File: src/rtl/mem_port_arbiter.sv
// Arbiter sharing one single-port synchronous RAM between the instruction
// fetch port and the data port. Data wins conflicts unless fetch has been
// passed over STARVE_LIMIT times in a row. Out-of-range addresses never
// reach the RAM; they complete one cycle later with the error flag set.
module mem_port_arbiter #(
  parameter int unsigned ADDR_W       = 32,
  parameter int unsigned DATA_W       = 32,
  parameter int unsigned RAM_SIZE     = 32'h200000,
  parameter int unsigned STARVE_LIMIT = 4
) (
  input  logic              clk_i,
  input  logic              rst_i,
  // instruction fetch port
  input  logic              inst_req_i,
  input  logic [ADDR_W-1:0] inst_addr_i,
  output logic              inst_gnt_o,
  output logic              inst_rvalid_o,
  output logic [DATA_W-1:0] inst_rdata_o,
  output logic              inst_err_o,
  // data port
  input  logic              data_req_i,
  input  logic              data_we_i,
  input  logic [3:0]        data_be_i,
  input  logic [ADDR_W-1:0] data_addr_i,
  input  logic [DATA_W-1:0] data_wdata_i,
  output logic              data_gnt_o,
  output logic              data_rvalid_o,
  output logic [DATA_W-1:0] data_rdata_o,
  output logic              data_err_o,
  // RAM port
  output logic              ram_ce_o,
  output logic              ram_we_o,
  output logic [3:0]        ram_be_o,
  output logic [ADDR_W-1:0] ram_addr_o,
  output logic [DATA_W-1:0] ram_wdata_o,
  input  logic [DATA_W-1:0] ram_rdata_i
);

  typedef enum logic [1:0] {
    OWN_NONE = 2'd0,
    OWN_INST = 2'd1,
    OWN_DATA = 2'd2
  } owner_e;

  // One extra bit so RAM_SIZE == 2**ADDR_W still compares correctly.
  localparam logic [ADDR_W:0] RAM_END = (ADDR_W+1)'(RAM_SIZE);
  localparam logic [3:0]      LIMIT   = 4'(STARVE_LIMIT);

  logic       inst_in_range;
  logic       data_in_range;
  logic       data_wins;
  logic       grant_inst;
  logic       grant_data;
  logic [3:0] starve_cnt;
  owner_e     resp_owner;
  logic       resp_err;
  logic       resp_we;

  assign inst_in_range = ({1'b0, inst_addr_i} < RAM_END);
  assign data_in_range = ({1'b0, data_addr_i} < RAM_END);

  // Fixed-priority arbitration with a starvation override for fetch.
  always_comb begin
    // NOTE: every signal written here gets a default first, so no path
    // through the block leaves it unassigned and no latch is inferred.
    data_wins  = 1'b0;
    grant_inst = 1'b0;
    grant_data = 1'b0;
    if (!rst_i) begin
      data_wins  = data_req_i && !(inst_req_i && (starve_cnt >= LIMIT));
      grant_data = data_wins;
      grant_inst = inst_req_i && !data_wins;
    end
  end

  assign inst_gnt_o = grant_inst;
  assign data_gnt_o = grant_data;

  // Steer the granted requester onto the RAM port; idle port drives zeros.
  always_comb begin
    ram_ce_o    = 1'b0;
    ram_we_o    = 1'b0;
    ram_be_o    = 4'h0;
    ram_addr_o  = '0;
    ram_wdata_o = '0;
    if (grant_data) begin
      ram_ce_o    = data_in_range;
      ram_we_o    = data_we_i;
      ram_be_o    = data_be_i;
      ram_addr_o  = data_addr_i;
      ram_wdata_o = data_wdata_i;
    end else if (grant_inst) begin
      ram_ce_o    = inst_in_range;
      ram_be_o    = 4'hF;
      ram_addr_o  = inst_addr_i;
    end
  end

  // Count consecutive data grants that left a fetch request waiting.
  always_ff @(posedge clk_i) begin
    // NOTE: state is updated with non-blocking assignments so every flop
    // samples the pre-edge values, independent of statement order.
    if (rst_i) begin
      starve_cnt <= 4'd0;
    end else if (!inst_req_i || grant_inst) begin
      starve_cnt <= 4'd0;
    end else if (grant_data && (starve_cnt < LIMIT)) begin
      starve_cnt <= starve_cnt + 4'd1;
    end
  end

  // Remember who owns the response slot of the next cycle.
  always_ff @(posedge clk_i) begin
    if (rst_i) begin
      resp_owner <= OWN_NONE;
      resp_err   <= 1'b0;
      resp_we    <= 1'b0;
    end else if (grant_data) begin
      resp_owner <= OWN_DATA;
      resp_err   <= !data_in_range;
      resp_we    <= data_we_i;
    end else if (grant_inst) begin
      resp_owner <= OWN_INST;
      resp_err   <= !inst_in_range;
      resp_we    <= 1'b0;
    end else begin
      resp_owner <= OWN_NONE;
      resp_err   <= 1'b0;
      resp_we    <= 1'b0;
    end
  end

  // Response outputs; reset forces them low even if a response is pending.
  assign inst_rvalid_o = !rst_i && (resp_owner == OWN_INST);
  assign data_rvalid_o = !rst_i && (resp_owner == OWN_DATA);
  assign inst_err_o    = inst_rvalid_o && resp_err;
  assign data_err_o    = data_rvalid_o && resp_err;
  assign inst_rdata_o  = (inst_rvalid_o && !resp_err) ? ram_rdata_i : '0;
  assign data_rdata_o  = (data_rvalid_o && !resp_err && !resp_we) ? ram_rdata_i : '0;

endmodule

File: config.mk
export PLATFORM = sky130hd
export DESIGN_NAME = mem_port_arbiter
export DESIGN_NICKNAME = d
export VERILOG_FILES = /design/src/rtl/mem_port_arbiter.sv
export SDC_FILE = /design/constraint.sdc
export NUM_CORES = 1
export LEC_CHECK = 0
export ABC_CLOCK_PERIOD_IN_PS = 1820
export CAP_MARGIN = 40
export CORE_AREA = 4 4 105 107
export CTS_CLUSTER_DIAMETER = 40
export CTS_CLUSTER_SIZE = 24
export DETAILED_ROUTE_END_ITERATION = 8
export DIE_AREA = 0 0 109 111
export GPL_TIMING_DRIVEN = 0
export PLACE_DENSITY = 0.73
export SYNTH_ARGS = -nofsm -noshare
export SYNTH_HDL_FRONTEND = slang
export SYNTH_SLANG_ARGS = --single-unit
File: constraint.sdc
create_clock -name clk_i -period 1.82 [get_ports clk_i]
set_clock_uncertainty 0.15 [all_clocks]
set_input_delay 0.364 -clock clk_i [delete_from_list [all_inputs] [get_ports clk_i]]
set_output_delay 0.364 -clock clk_i [all_outputs]
set_load 0.1 [all_outputs]
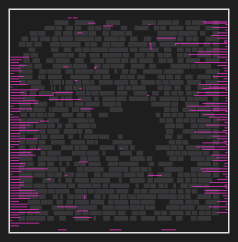
**Above:** M3 wires.
Drawn at 2 px/um.
main direction	horizontal
longest straight run	24.6 um
share of all routed wire	8.1%

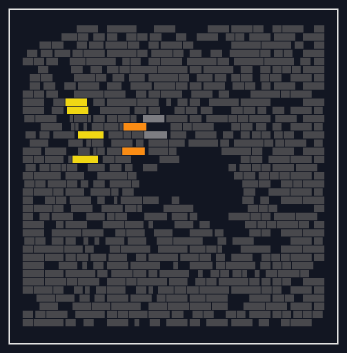
**Above:** sequential cells grouped by signal name.
Drawn at 3 px/um. Other sequential cells in the stronger grey, the rest of the logic in the fainter grey.
name in the netlist	colour	placed flops
`resp_owner`	orange	2
`starve_cnt`	yellow	4
not coloured	2

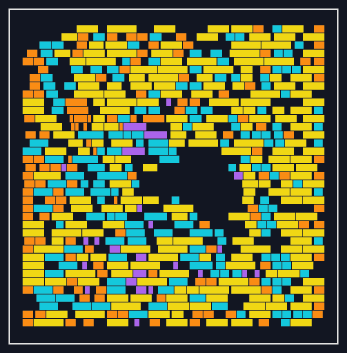
**Above:** cells by drive strength.
Drawn at 3 px/um.
size	colour	cells
_6 and larger	yellow	209
_0 and _1 cells	orange	132
_2 cells	purple	24
_3 and _4 cells	cyan	165
final instance area: 7710 um^2
P&R area growth vs syn: 428%
setup ws final: -0.329 ns
Non-clk bufs: 351

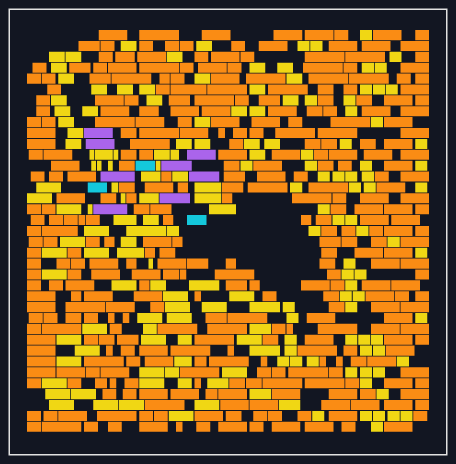
**Above:** cell classes on the final placement.
Drawn at 4 px/um.
class	colour	cells	share of their area
remaining buffers and delay cells	orange	351	71%
sequential cells	purple	8	2.3%
combinational and other logic	yellow	168	26%
clock drivers	cyan	3	0.55%

==> ci_impl_report.md <==
### Yosys + OpenROAD results

| Metric | Value |
|---|---|
| Status | complete, but fails checks |
| Failing checks | setup timing |
| R2R Setup Slk | 0.38 ns |
| Net Count, Synth | 335 |
| Static leakage | about 3.3 nW |
| Worst r2r src | starve_cnt[2]$_SDFFE_PP0P_ |
| Clock Power Share | 0.080 |
| WL/cell | 21.1 um |
| Chip area | 12100 um^2 |
| # setup viols final | between 100 and 150 |
| Ys async rst share | 0 |
| CP Max Fanout | 6 |
| Largest stage delay, worst path | between 0.3 and 0.4 ns |
| Synth area leader | and2_1 |
| CP max stage cell | dfxtp_2 |
| Die Y | roughly 110 um |
| CTS sink count | 8 |
| Routed wire length | about 14 mm |
| Top Layer Used | met4 |
| Post-route minimum period | between 2 and 2.5 ns |
| Top_reg_cell synth | dfxtp_1 |
| Hold worst-path end | starve_cnt[0]$_SDFFE_PP0P_ |
| Final hold violations | 0 |
| Core Area | approximately 10000 um^2 |
| Yosys warnings | 0 |
| Total grt overflow | 0 |
| CTS clk-pin slew, worst paths | roughly 0.040 ns |
| Non-Filler Instances | between 600 and 700 |
| Fmax achieved | between 400 and 500 MHz |
| H-tree depth | 1 |
| First-pass GRT wire length | approximately 21 mm |
| Via-to-Cell Ratio | 4.45 |
| Fin. max-slew vios | 0 |
| Largest net degree at the start of global routing | 11 |
| Critical path's most frequent cell | buf_6 |
| Vias | approximately 3000 |
| Latency at later pin | approximately 0.22 ns |
| Vias in the first global route | about 3600 |
| Initial antenna violation count | 1 |
| Top Layout Cells | 114 x buf_12, 111 x clkdlybuf4s50_1, 66 x and2_4, 40 x buf_16, 34 x buf_6 |
| Hpwl dp | approximately 12 mm |
| Arrival time worst endpoint | 1.64 ns |
| Synth top cells by count | 65 x and2_1, 34 x and3_1, 33 x a22o_1 |
| Tool warning count | 29 |
| Cell Chain, Critical Path | nor3b_4 -> and2b_2 -> buf_6 -> buf_6 -> buf_6 -> and2_4 -> buf_16 |
| Drt pass-1 iters | 4 |
| EDFF count, synth | 0 |
| Fp util | 0.144 |
| Fin util | 0.760 |
| Worst hold margin | roughly 0.27 ns |
| RSZ-0062 raised after global routing | yes |
| Met1 Usage GRT | 0.207 |
| IO buf count | around 280 |
| RR Endpoint | resp_err$_SDFF_PP0_ |
| Top cell area share | 0.279 |
| Met2 Track Usage GR | 0.478 |
| DIE WIDTH | 109 um |
| Period Utilization, post-route | 1.18 |
| Hold-fix buffers, CTS | 0 |
| Area of placed instances | around 7700 um^2 |
| WHS Path Cells | 1 |
| P_int | 0.00137 W |
| FF-to-FF path depth | 5 |
| Met1 Wirelength | 4.25 mm |
| Layer with the highest usage | met2 |
| Seq pwr share | 0.072 |
| Setup ws final | -0.329 ns |
| Number of nets still failing antenna checks after routing | 0 |
| Routed wl met2 | 8.39 mm |
| Critical Path End Type | primary output |
| Syn Std Cell Area | between 1000 and 1500 um^2 |
| Pwr Density | 344 nW/um^2 |
| Sw Ratio | 0.483 |
| Min-delay src | starve_cnt[0]$_SDFFE_PP0P_ |
| Max Root-Sink Buffers | 2 |
| Met3 WL | about 1.1 mm |
| Filler cells | approximately 570 |
| Num CTS Buffers | 3 |
| Setup CP Type | flip-flop to primary output |
| CTS tree | yes |
| Hold Crit Class | flip-flop to flip-flop |
| All-layer global routing usage | 0.227 |
| Syn Area/Cell | approximately 7.4 um^2 |
| Placed cells | ~750 |
| Max-cap violation count | 0 |
| Mapped Cells | 197 |
| Nets | approximately 670 |
| # rows | 37 |
| Worst setup startpoint | resp_owner[0]$_SDFF_PP0_ |
| Global Route met3 Usage | 0.0588 |
| I/O pins | 277 |
| Yosys stat cell total | 197 |
| GPL Wtd Cong | between 0.7 and 0.8 |
| Share of cells above drive strength 1 | 0.751 |
| Worst Setup EP | inst_rdata_o[23] |
| Residual DRC | 0 |
| Post-synth seq share | 0.110 |
| Worst vdd ir | ~0.00033 V |
| Most common cell in the netlist | and2_1 |
| Most numerous logic cell after layout | buf_12 |
| Comb pwr share | 0.849 |
| Root buffer cell | clkbuf_8 |
| Synthesis area per yosys | ~1500 um^2 |
| Worst path required time | ~1.3 ns |
| Yosys reg bits | 8 |
| Distinct lib cells | 26 |
| Post-synth area hogs | and2_1 28%, a22o_1 20%, and3_1 15%, dfxtp_1 11%, buf_6 5.4% |
| Startpoint types | flip-flop |
| Sw power | between 0.001 and 0.0015 W |
| DRT iter0 DRCs | 41 |
-- stage by stage --
step	setup slack (ns)	total power, W	TNS (ns)
3_5_place_dp	-1.42	0.00234	-173.24
6_report	-0.329	0.00265	-33.23
5_1_grt	-0.416	0.00273	-42.03
3_3_place_gp	-1.80	0.00187	-227.15
2_1_floorplan	-0.827	0.00131	-51.69
4_1_cts	-0.395	0.00267	-37.63
-- worst max-delay path: cells and delay by family (launching register included) --
family	cells	cell delay [ns]
DFF	1	0.34
buffers and inverters	4	0.51
and+or+nand+nor	3	0.54
-- state kept, by name, indices dropped and copies added (netlist names) --
register	count
starve_cnt	4
resp_err	1
resp_owner	2
resp_we	1
-- timing repair --
item / in CTS / in global routing
gates resized: 293 / 40
setup buffers: 43 / 11
pin swaps: 49 / 26
endpoints found under the setup margin: 140 / 138
cloned: 15 / 0
-- logic make-up after synthesis --
logic type      count (synthesis)  synth area share
buf+inv                        25             0.109
flops                           8             0.110
compound gates                 39             0.231
other cells                     1           0.00257
fa+ha+maj                       1           0.00857
simple gates                  123             0.539
-- power by group through the flow --
stage / Clock, W / Combinational, W / Sequential [W]
after floorplan: 0 / 0.00112 / 0.000193
after global placement: 0 / 0.00167 / 0.000195
after detailed placement: 0 / 0.00215 / 0.000195
after CTS: 0.000217 / 0.00226 / 0.000191
after global routing: 0.000227 / 0.00231 / 0.000192
final: 0.000211 / 0.00225 / 0.000191
-- cell type report --
class / count / area [um^2] / share of cell area
timing repair buffer: 336 / 5130 / 0.665
multi-input combinational: 164 / 1920 / 0.249
buffer: 15 / 253 / 0.0328
sequential: 8 / 171 / 0.0222
tap: 136 / 170 / 0.0221
clock buffer: 3 / 41.3 / 0.00536
inverter: 4 / 22.5 / 0.00292
antenna: 1 / 2.50 / 0.000325
Power figures rest on the tool's default switching activity, not on a simulated workload.
